## src/rtl/chip8_fb_scanout_if.sv

```systemverilog
// Pixel stream bundle between the framebuffer scanout and the video path.
// Carries one pixel per valid/ready transfer plus start-of-frame and end-of-line marks.
// master drives valid/data/flags; slave drives ready.
interface chip8_fb_scanout_if;
   logic pix_valid;
   logic pix_ready;
   logic pix_data;
   logic pix_sof;
   logic pix_eol;

   modport master (output pix_valid, output pix_data, output pix_sof, output pix_eol,
                   input  pix_ready);
   modport slave  (input  pix_valid, input  pix_data, input  pix_sof, input  pix_eol,
                   output pix_ready);
endinterface

```

## src/rtl/chip8_fb_scanout.sv

```systemverilog
// CHIP-8 64x32 framebuffer scanout: walks the 256-byte RAM and streams pixels, SCALE x SCALE replicated.
// Latency: frame_start in cycle 0 -> read in cycle 1 -> first pixel (pix_sof) in cycle 3; then 1 pixel/cycle.
// Backpressure: pix_ready low freezes data/flags and all counters; optional overrun logging via CHIP8_SCANOUT_OVERRUN_EN.
module chip8_fb_scanout #(
   parameter int SCALE = 1
) (
   input  logic       clk,
   input  logic       rst_n,
   input  logic       frame_start,
   output logic       fb_rd_en,
   output logic [7:0] fb_rd_addr,
   input  logic [7:0] fb_rd_data,
   chip8_fb_scanout_if.master pix,
   output logic       busy,
   output logic       frame_done
`ifdef CHIP8_SCANOUT_OVERRUN_EN
   ,
   output logic       overrun,
   output logic [7:0] overrun_count
`endif
);

   localparam logic [1:0] S_IDLE  = 2'd0;
   localparam logic [1:0] S_FETCH = 2'd1;
   localparam logic [1:0] S_LOAD  = 2'd2;
   localparam logic [1:0] S_SHIFT = 2'd3;
   localparam logic [2:0] SUB_MAX = 3'(SCALE - 1);

   logic [1:0] state;
   logic [2:0] sub_x;
   logic [2:0] bit_cnt;     // 0 selects bit 7 (leftmost), 7 selects bit 0
   logic [2:0] byte_col;
   logic [2:0] sub_y;
   logic [4:0] row;
   logic [7:0] shreg;
   logic [7:0] nbuf;
   logic       nbuf_vld;
   logic       cap_pend;    // a prefetch read returns data this cycle
   logic       pix_valid_q;

   logic       sx_last, bit_last, bc_last, sy_last, last_byte;
   logic       xfer, nxt_avail, pf_go;
   logic [7:0] nxt_byte;
   logic [2:0] nxt_col;
   logic [4:0] nxt_row;

   assign sx_last   = (sub_x == SUB_MAX);
   assign bit_last  = (bit_cnt == 3'd7);
   assign bc_last   = (byte_col == 3'd7);
   assign sy_last   = (sub_y == SUB_MAX);
   assign last_byte = bc_last && sy_last && (row == 5'd31);
   assign xfer      = pix_valid_q && pix.pix_ready;

   // The next byte may still be arriving from RAM; take it straight off the read port then.
   assign nxt_avail = nbuf_vld || cap_pend;
   assign nxt_byte  = nbuf_vld ? nbuf : fb_rd_data;

   // Address of the byte following the one being shown; rows repeat SCALE times.
   assign nxt_col   = byte_col + 3'd1;
   assign nxt_row   = (bc_last && sy_last) ? row + 5'd1 : row;

   // Single outstanding prefetch, only when the buffer is empty and more bytes remain.
   assign pf_go     = (state == S_SHIFT) && !nbuf_vld && !cap_pend && !fb_rd_en && !last_byte;

   assign busy          = (state != S_IDLE);
   assign pix.pix_valid = pix_valid_q;
   assign pix.pix_data  = pix_valid_q && shreg[7];
   assign pix.pix_sof   = pix_valid_q && (row == 5'd0) && (sub_y == 3'd0) && (byte_col == 3'd0)
                          && (bit_cnt == 3'd0) && (sub_x == 3'd0);
   assign pix.pix_eol   = pix_valid_q && bc_last && bit_last && sx_last;

   // Scan sequencer: fetch/load the first byte, then shift pixels out while prefetching the next byte.
   always_ff @(posedge clk) begin
      if (!rst_n) begin
         state       <= S_IDLE;
         sub_x       <= 3'd0;
         bit_cnt     <= 3'd0;
         byte_col    <= 3'd0;
         sub_y       <= 3'd0;
         row         <= 5'd0;
         shreg       <= 8'd0;
         nbuf        <= 8'd0;
         nbuf_vld    <= 1'b0;
         cap_pend    <= 1'b0;
         pix_valid_q <= 1'b0;
         fb_rd_en    <= 1'b0;
         fb_rd_addr  <= 8'd0;
         frame_done  <= 1'b0;
      end else begin
         frame_done <= 1'b0;
         fb_rd_en   <= 1'b0;
         cap_pend   <= fb_rd_en && (state == S_SHIFT);
         if (cap_pend) begin
            nbuf     <= fb_rd_data;
            nbuf_vld <= 1'b1;
         end
         case (state)
            S_IDLE: begin
               if (frame_start) begin
                  state      <= S_FETCH;
                  fb_rd_en   <= 1'b1;
                  fb_rd_addr <= 8'd0;
                  sub_x      <= 3'd0;
                  bit_cnt    <= 3'd0;
                  byte_col   <= 3'd0;
                  sub_y      <= 3'd0;
                  row        <= 5'd0;
               end
            end
            S_FETCH: state <= S_LOAD;
            S_LOAD: begin
               shreg       <= fb_rd_data;
               pix_valid_q <= 1'b1;
               state       <= S_SHIFT;
            end
            default: begin
               if (pf_go) begin
                  fb_rd_en   <= 1'b1;
                  fb_rd_addr <= {nxt_row, nxt_col};
               end
               if (!pix_valid_q) begin
                  // Starved at a byte boundary: resume as soon as the byte lands.
                  if (nxt_avail) begin
                     shreg       <= nxt_byte;
                     nbuf_vld    <= 1'b0;
                     pix_valid_q <= 1'b1;
                  end
               end else if (xfer) begin
                  if (!sx_last) begin
                     sub_x <= sub_x + 3'd1;
                  end else begin
                     sub_x <= 3'd0;
                     shreg <= {shreg[6:0], 1'b0};
                     if (!bit_last) begin
                        bit_cnt <= bit_cnt + 3'd1;
                     end else begin
                        bit_cnt  <= 3'd0;
                        byte_col <= nxt_col;
                        if (bc_last) begin
                           if (!sy_last) begin
                              sub_y <= sub_y + 3'd1;
                           end else begin
                              sub_y <= 3'd0;
                              row   <= row + 5'd1;
                           end
                        end
                        if (last_byte) begin
                           state       <= S_IDLE;
                           pix_valid_q <= 1'b0;
                           frame_done  <= 1'b1;
                        end else if (nxt_avail) begin
                           shreg    <= nxt_byte;
                           nbuf_vld <= 1'b0;
                        end else begin
                           pix_valid_q <= 1'b0;
                        end
                     end
                  end
               end
            end
         endcase
      end
   end

`ifdef CHIP8_SCANOUT_OVERRUN_EN
   // Log frame requests dropped because a scan is still running (frame_done cycle is already idle).
   always_ff @(posedge clk) begin
      if (!rst_n) begin
         overrun       <= 1'b0;
         overrun_count <= 8'd0;
      end else if (frame_start && busy) begin
         overrun <= 1'b1;
         if (overrun_count != 8'hFF) overrun_count <= overrun_count + 8'd1;
      end
   end
`endif

endmodule

```

## src/flat_wrapper.sv

```systemverilog
// flat-port wrapper written by rule: the top's interface ports become plain ports
module chip8_fb_scanout_flat 
#(
   parameter int SCALE = 1
)
  (clk, rst_n, frame_start, fb_rd_en, fb_rd_addr, fb_rd_data, busy, frame_done, pix_pix_valid, pix_pix_data, pix_pix_sof, pix_pix_eol, pix_pix_ready);
  chip8_fb_scanout_if pix_i ();
  input  logic clk;
  input  logic rst_n;
  input  logic frame_start;
  output logic fb_rd_en;
  output logic [7:0] fb_rd_addr;
  input  logic [7:0] fb_rd_data;
  output logic busy;
  output logic frame_done;
  output wire logic [$bits(pix_i.pix_valid)-1:0] pix_pix_valid;
  output wire logic [$bits(pix_i.pix_data)-1:0] pix_pix_data;
  output wire logic [$bits(pix_i.pix_sof)-1:0] pix_pix_sof;
  output wire logic [$bits(pix_i.pix_eol)-1:0] pix_pix_eol;
  input wire logic [$bits(pix_i.pix_ready)-1:0] pix_pix_ready;
  assign pix_pix_valid = pix_i.pix_valid;
  assign pix_pix_data = pix_i.pix_data;
  assign pix_pix_sof = pix_i.pix_sof;
  assign pix_pix_eol = pix_i.pix_eol;
  assign pix_i.pix_ready = pix_pix_ready;
  chip8_fb_scanout #(.SCALE(SCALE)) u_core (.clk(clk), .rst_n(rst_n), .frame_start(frame_start), .fb_rd_en(fb_rd_en), .fb_rd_addr(fb_rd_addr), .fb_rd_data(fb_rd_data), .pix(pix_i), .busy(busy), .frame_done(frame_done));
endmodule
```

## config.mk

```make
export PLATFORM = sky130hd
export DESIGN_NAME = chip8_fb_scanout_flat
export DESIGN_NICKNAME = d
export VERILOG_FILES = /design/src/rtl/chip8_fb_scanout_if.sv /design/src/rtl/chip8_fb_scanout.sv /design/src/flat_wrapper.sv
export SDC_FILE = /design/constraint.sdc
export NUM_CORES = 1
export LEC_CHECK = 0
export CAP_MARGIN = 10
export CORE_ASPECT_RATIO = 0.5
export CORE_MARGIN = 1
export CORE_UTILIZATION = 45
export DETAILED_ROUTE_END_ITERATION = 16
export GPL_ROUTABILITY_DRIVEN = 1
export PLACE_DENSITY = 0.65
export RECOVER_POWER = 25
export SLEW_MARGIN = 20
export SYNTH_ARGS = -nofsm -noshare
export SYNTH_HDL_FRONTEND = slang
export SYNTH_SLANG_ARGS = --single-unit
```

## constraint.sdc

```tcl
create_clock -name clk -period 3.56 [get_ports clk]
set_input_delay 1.068 -clock clk [delete_from_list [all_inputs] [get_ports clk]]
set_output_delay 1.068 -clock clk [all_outputs]
set_load 0.03 [all_outputs]
```

### M1 wires, run 1

(6 px per um) Supply wires on this layer in gray. Cells faint in the background.
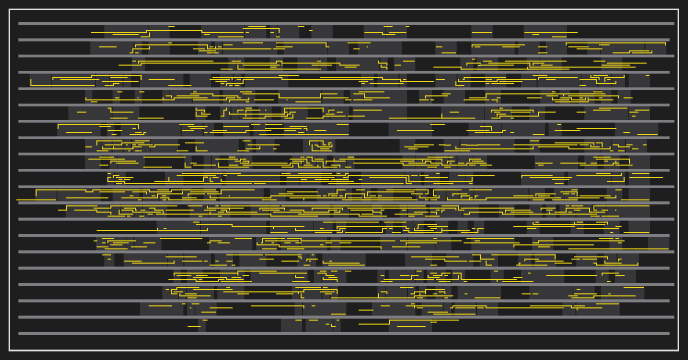
share of all routed wire: 51%
main direction: horizontal
wire length on this layer: 2940 um
nets with wire on the layer: 327
longest straight run: 23.9 um

### Placement view, run 1

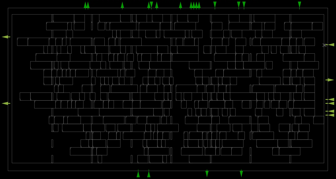
site row count: 19
Tap Cells: 73
Final Non-Filler Cells: 401
end-of-flow core utilization: 56.4%
flip-flops: 48

### Wires at chosen ports, followed through buffers, run 1

(4 px per um)
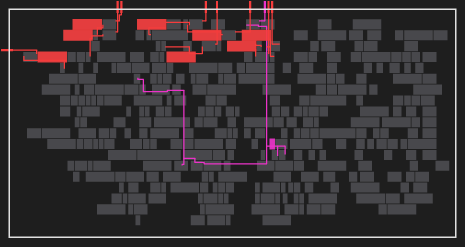
[red] fb_rd_addr | bits: 8 | direction: output | end cells: 8 | wire: 131 um
[magenta] busy | bits: 1 | direction: output | end cells: 1 | wire: 109 um

==> out/highlights.md, run 1 <==
* status: complete, but fails checks
* Post-synth EDFFs: 0
* detailed-router iteration count before antenna repair: 10
* Syn Area/Cell: 8.84 um^2
* Max rail drop VDD: 0.213 mV
* Worst Max-Slew Pin Slew: 1160 ps
* cell internal pwr: 1.12 mW
* input/output buffers: 26
* logic share of the area: 49.7%
* cell area after technology mapping: 2690 um^2
* Total Power Consumption: 1.69 mW
* crit-path leading delay family: buffers and inverters
* Post-CTS Setup Inserts: 0
* power group with the highest consumption: sequential cells
* top-area cell type share of the netlist area: 35.8%
* Layout area overhead: 17.7%
* number of logic gates: 221
* Total GRT Usage: 19.2%
* cell class ranked first by area: multi-input combinational cells
* count of final hold-check violations: 0
* floorplan core area: 5610 um^2
* maximum number of pins on one net before global-route repair: 31
* instance tally after logic synthesis: 304
* Combinational Power Share: 32.5%
* DP Wirelength: 4070 um
* power drawn by the sequential cells: 0.610 mW
* sequential cell area fraction in the yosys report: 35.8%
* buffers from clock root to sink, at most: 2
* part of the total power dissipated in the clock network: 31.4%
* fill cell instance count of the final layout: 509
* vias in the first global route: 2113
* setup repair after global routing missed its margin: no
* Min Clock Period, post-route: 3430 ps
* Antenna Cells: 0
* Starting DRT DRC Count: 138
* combined flip-flop and latch cell area: 961 um^2
* clock distribution area overhead in the final layout: 5.18%
* most common cell in the netlist: dfxtp_1
* slew margin rel.: 22.6%
* count of nets left with antenna violations after detail routing: 0
* first-pass GRT wire length: 9750 um
* synth unique cells: 50
* flip-flop and latch count after synthesis: 48
* clock buffers: 6
* cell types with the largest area share after synthesis: dfxtp_1 36%, mux2i_1 8.6%, ha_1 8.4%, nand2_1 3.8%, o21ai_0 3.0%
* Critical Path, Cell by Cell: inv_1 -> ha_1 -> or4b_2 -> nor3_1 -> clkdlybuf4s50_1
* violated checks: DRC
* total negative slack: 0 ps
* Net Switching: 0.574 mW
* element type at the critical path end: primary output
* critical path launch point type: register
* proportion of register bits with asynchronous set or reset after synthesis: 0%
* cell type of the slowest stage on the worst timing path: clkdlybuf4s50_1
* class of the tightest hold or removal check: reg -> reg
* fraction of area in registers: 30.4%
* number of placed I/O pins: 27
* drc violations: 2
* clk_skew: 2.77 ps
* net switching fraction of the power: 33.9%
* Chip Area: 6300 um^2
* Final period util: 96.4%
* combinational-cell power consumption: 0.551 mW
* Main synth FF type: dfxtp_1
* Slew Viols, Final: 0
* area used by multi-input combinational logic: 1570 um^2
* overall via count from detail_route: 2243
* gpl congestion: 0.812
* register clock-pin slew on the reported worst setup and hold paths: 60 ps
* final-layout worst hold slack: 473 ps
[run 1: final timing paths]
check | start | to | slack [ps] | depth (start not counted)
max | u_core.row[0] | pix_pix_sof | 130 | 5
min | u_core.fb_rd_addr[5] | u_core.fb_rd_addr[5] | 470 | 2
max reg2reg | u_core.row[0] | u_core.state[0] | 1160 | 6
min reg2reg | u_core.fb_rd_addr[5] | u_core.fb_rd_addr[5] | 470 | 2
[run 1: cell usage in the layout, fill, tap and decap left out, types with 2 or more instances in the layout]
| cell | instances |
|---|---|
| dfxtp_1 | 48 |
| nand2_1 | 27 |
| mux2i_1 | 23 |
| clkdlybuf4s50_1 | 23 |
| inv_1 | 18 |
| ha_1 | 18 |
| o21ai_0 | 16 |
| nor2b_1 | 12 |
| a21oi_1 | 11 |
| or3_1 | 10 |
| a21boi_0 | 10 |
| a31oi_1 | 9 |
| nor2_1 | 9 |
| o22ai_1 | 9 |
| nand3b_1 | 8 |
| nand3_1 | 8 |
| clkbuf_16 | 5 |
| buf_4 | 5 |
| and2_1 | 4 |
| a21boi_1 | 4 |
| and3_1 | 3 |
| nor4b_1 | 3 |
| nand4_1 | 3 |
| clkbuf_1 | 3 |
| dlygate4sd3_1 | 3 |
| nand3b_4 | 2 |
| nand4b_1 | 2 |
| nor3_1 | 2 |
| xnor2_1 | 2 |
| o31ai_1 | 2 |
| or4_1 | 2 |
| a22oi_1 | 2 |
| xor2_1 | 2 |
[run 1: metal layers]
metal | vias to the layer above | track usage [%] | wire length (um)
li1 | 1132 | - | -
met1 | 1071 | 24.6 | 2940
met2 | 32 | 32.2 | 2600
met3 | 8 | 4.54 | 182
met4 | 0 | 5.79 | 68
met5 | - | 0 | 0
[run 1: cell families (layout without fill, tap and decap cells)]
| logic type | after synthesis | count (layout) | synth area share [%] |
|---|---|---|---|
| xor+xnor | 4 | 4 | 1.30 |
| compound gates | 68 | 68 | 16.1 |
| simple gates | 108 | 108 | 24.2 |
| buf+inv | 35 | 59 | 5.68 |
| flops | 48 | 48 | 35.8 |
| mux | 23 | 23 | 8.57 |
| fa+ha+maj | 18 | 18 | 8.38 |
[run 1: through the flow]
step           utilization, %  worst slack [ps]  instance area [um^2]  instances
6_report                 56.4               128                  3160        401
5_1_grt                  56.4              8.58                  3160        401
4_1_cts                  56.5               122                  3170        401
3_5_place_dp             53.6               442                  3010        393
3_3_place_gp             53.6               461                  3010        393
2_1_floorplan               -               681                  2690        304
[run 1: worst register-to-register path: stages (launching register included)]
cell      delay (ps)
dfxtp_1          400
ha_1             270
and3_1           200
ha_1             150
nand4b_1         310
o311ai_0         770
mux2i_1          250
[run 1: sequential cells by signal, indices dropped and copies added, names as in the netlist]
name                  count
u_core.bit_cnt            3
u_core.pix.pix_valid      1
u_core.byte_col           3
u_core.fb_rd_en           1
u_core.sub_y              3
u_core.cap_pend           1
u_core.shreg              8
u_core.fb_rd_addr         8
u_core.nbuf               8
u_core.state              2
u_core.frame_done         1
u_core.sub_x              3
u_core.row                5
u_core.nbuf_vld           1
==> run 1 -> run 2 <==
==> constraint.sdc (replaced) <==
create_clock -name clk -period 4.1 [get_ports clk]
set_input_delay 1.23 -clock clk [delete_from_list [all_inputs] [get_ports clk]]
set_output_delay 1.23 -clock clk [all_outputs]
set_load 0.03 [all_outputs]
==> run 2 against run 1 <==
The run still ends with DRC left. Sequential share of layout area increased by 0.23 points. Via count decreased by 0.49%. Count of clock-buffer cells in the layout unchanged. Critical endpoint unchanged. Sequential cell count unchanged. Die size unchanged. Clock skew increased by 3.7 ps. Highest routed layer unchanged. Largest cell class unchanged. Clock power decreased by 12%. Combinational power decreased by 15%. Non-clock buffer count decreased by 2. Core utilization decreased by 0.42 points.
==> out/highlights.md, run 2 <==
* status: complete, but fails checks
* violated checks: DRC
* cell area after technology mapping: 2690 um^2, unchanged
* number of clock sinks: 48
* Min-Delay Path Depth: 2, unchanged
* fraction of layout cells with a size suffix above 1: 4.91%
* number of endpoints failing setup at the final stage: 0
* cell type of the slowest stage on the worst timing path: clkdlybuf4s50_1
* part of the total power dissipated in the clock network: 31.8%, +0.4 points
* Placed Cells: 391, -0.51%
* final net count: 355
* Main synth FF type: dfxtp_1
* site row count: 19, unchanged
* Net Switching: 0.501 mW, -13%
* Post-Place Worst Slack: 817 ps, +375 ps
* maximum number of pins on one net before global-route repair: 28, -9.7%
* fill cell instance count of the final layout: 527, +3.5%
* required time of the critical path: 2870 ps
* Max FO, Critical Path: 4
* Combinational Power Share: 32.0%, -0.5 points
* Post-CTS Setup Inserts: 0, unchanged
* CTS Root Buffer Type: clkbuf_16
* Register-to-Register Path Depth: 7, +1
* registers with the most flip-flops: u_core.fb_rd_addr x8, u_core.nbuf x8, u_core.shreg x8
* arrival time reported for the critical path endpoint: 2340 ps
* total negative slack: 0 ps, unchanged
* critical path launch point type: register
* synth unique cells: 50, unchanged
* number of max-cap violations: 0
* detailed-router iteration count before antenna repair: 10, unchanged
* input/output buffers: 26, unchanged
* buffers from clock root to sink, at most: 2, unchanged
* CTS tree: built
* crit-path leading delay family: buffers and inverters
* Total Power Consumption: 1.46 mW, -14%
* Slew Viols, Final: 0, unchanged
* clk_skew: 6.43 ps, +3.66 ps
* most common cell in the netlist: dfxtp_1
* Chip Area: 6300 um^2, unchanged
* Worst Max-Slew Pin Slew: 1050 ps, -112 ps
* Buffers & Inverters on Critical Path: 2
* Commonest cells post-synth: 48 x dfxtp_1, 27 x nand2_1, 23 x mux2i_1
* drc violations: 2, unchanged
* die extent in y: 56.6 um
* vias in the first global route: 2084, -1.4%
* number of hold-repair buffers added at the cts stage: 0
* number of placed I/O pins: 27, unchanged
* Insertion Delay late pin: 290 ps
* largest area contributor in the netlist: dfxtp_1
* maximum operating frequency: 0.280 GHz
* proportion of register bits with asynchronous set or reset after synthesis: 0%, unchanged
* total nets after synthesis: 334
* Routed wire per std cell: 14.8 um
* cell internal pwr: 0.961 mW, -14%
* cts bufs inserted: 5
* setup repair after global routing missed its margin: no
* power density over the cells: 466 nW/um^2
* number of cell instances after yosys synthesis: 304
* class of the tightest hold or removal check: reg -> reg
* placement-stage cell area: 2990 um^2, -0.50%
* sequential cell area fraction in the yosys report: 35.8%, unchanged
* gpl congestion: 0.795, -2.2%
* net switching fraction of the power: 34.3%, +0.34 points
* min-delay src: u_core.fb_rd_addr[7]
* number of warnings in the stage logs: 35
* final-layout worst hold slack: 470 ps, -3.07 ps
* via density per instance: 5.59
* DP Wirelength: 4080 um, +0.23%
* Reg-to-Reg Start: u_core.row[0]
* leakage power: 1.14 nW
* Antenna Cells: 0, unchanged
* width of the chip: 111 um
* first-pass GRT wire length: 9940 um, +2.0%
* top-area cell type share of the netlist area: 35.8%, unchanged
* instance tally after logic synthesis: 304, unchanged
* Total GRT Usage: 19.8%, +0.60 points
* area reported by Yosys stat: 2690 um^2
* highest-count cells in the layout ignoring fill and taps: 48 x dfxtp_1, 27 x nand2_1, 23 x mux2i_1
* overall via count from detail_route: 2232, -0.49%
* flip-flop and latch count after synthesis: 48, unchanged
* initial antenna violation count: 0
* Final period util: 87.0%
* Min Clock Period, post-route: 3570 ps
* Max rail drop VDD: 0.235 mV, +10%
* Syn Area/Cell: 8.84 um^2, unchanged
* global-route congestion overflow total: 0
* register clock-pin slew on the reported worst setup and hold paths: 70 ps, about the same
* total non-filler cell area in the finished layout: 3140 um^2, -0.75%
* endpoint of the worst register-to-register path: u_core.shreg[7]
* floorplan core density: 47.9%
* Starting DRT DRC Count: 131, -5.1%
* final worst-path setup slack: 532 ps, +404 ps
* Hold EP: u_core.fb_rd_addr[7]
* cells resized by post-CTS repair: 0
* count of final hold-check violations: 0, unchanged
* Post-synth EDFFs: 0, unchanged
* most common library cell in the layout ignoring fill and taps: dfxtp_1
* Max H-tree Level: 2
* overall routed net length: 5900 um
* element type at the critical path end: primary output
* Worst Path Class, Setup: reg -> out
* sequential fraction of design power: 36.2%
* largest incremental delay on the critical path: 700 ps
* count of nets left with antenna violations after detail routing: 0, unchanged
* slew margin rel.: 29.7%, +7.2 points
* cell types with the largest area share after synthesis: dfxtp_1 36%, mux2i_1 8.6%, ha_1 8.4%, nand2_1 3.8%, o21ai_0 3.0%
* Critical Path, Cell by Cell: inv_1 -> ha_1 -> or4b_2 -> nor3_1 -> clkdlybuf4s50_1
* Layout area overhead: 16.8%
* setup slack of the most critical reg-to-reg path: 1400 ps, +240 ps
* number of warnings printed during yosys synthesis: 0
==> run 2: cell counts after synthesis <==
Identical to the previous run, type by type.
==> run 2: metal layers <==
| metal | part of all wire [%] | wire length, um | global-route usage, % |
|---|---|---|---|
| met3 | 3.3 | 195 | 4.21 |
| met5 | 0 | 0 | 0 |
| met2 | 45 | 2630 | 31.8 |
| met1 | 51 | 3000 | 26.6 |
| met4 | 1.1 | 67 | 6.37 |
==> run 2: power by group through the flow <==
stage | combinational, mW | sequential, mW | clock [mW]
detailed placement | 0.470 | 0.540 | 0
global route | 0.518 | 0.534 | 0.493
global placement | 0.461 | 0.536 | 0
floorplan | 0.354 | 0.540 | 0
CTS | 0.471 | 0.529 | 0.472
finish | 0.467 | 0.529 | 0.465
==> run 2: logic make-up (layout without fill, tap and decap cells) <==
kind of cell	count (synthesis)	count (layout)	synth area share, %
AOI/OAI and AO/OA	68	68	16.1
xor gates and xnor gates	4	4	1.30
muxes	23	23	8.57
DFF	48	48	35.8
and+or+nand+nor	108	108	24.2
adders and majority gates	18	18	8.38
buffers and inverters	35	57	5.68
==> run 2: worst reg2reg max path, cell delays in order, from the launching register on <==
cell      delay [ps]
dfxtp_1          390
ha_1             250
and3_1           180
ha_1             150
nand4b_1         320
a31oi_1          960
nand3b_1         170
a31oi_1          210
==> run 2: layout make-up <==
class	instances	area, um^2	share of cell area (%)
Tap cell	73	91.3	2.91
Multi-Input combinational cell	221	1560	49.7
Clock buffer	6	129	4.11
Timing Repair Buffer	31	294	9.37
Clock inverter	2	35.0	1.12
Inverter	18	67.6	2.15
Sequential cell	48	961	30.6
==> run 2: how the worst max path moves through the flow <==
stage	from	to	slack, ps	depth (start not counted)
floorplan	u_core.row[0]	pix_pix_sof	1060	4
global placement	u_core.row[0]	pix_pix_sof	850	5
detailed placement	u_core.row[0]	pix_pix_sof	820	5
CTS	u_core.row[0]	pix_pix_sof	510	5
global route	u_core.row[0]	pix_pix_sof	410	5
finish	u_core.row[0]	pix_pix_sof	530	5
### Placement view, run 2

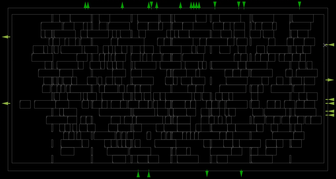
Final Non-Filler Cells: 399
end-of-flow core utilization: 55.9%
floorplan core area: 5610 um^2
fraction of area in registers: 30.6%

Power figures rest on the tool's default switching activity, not on a simulated workload.
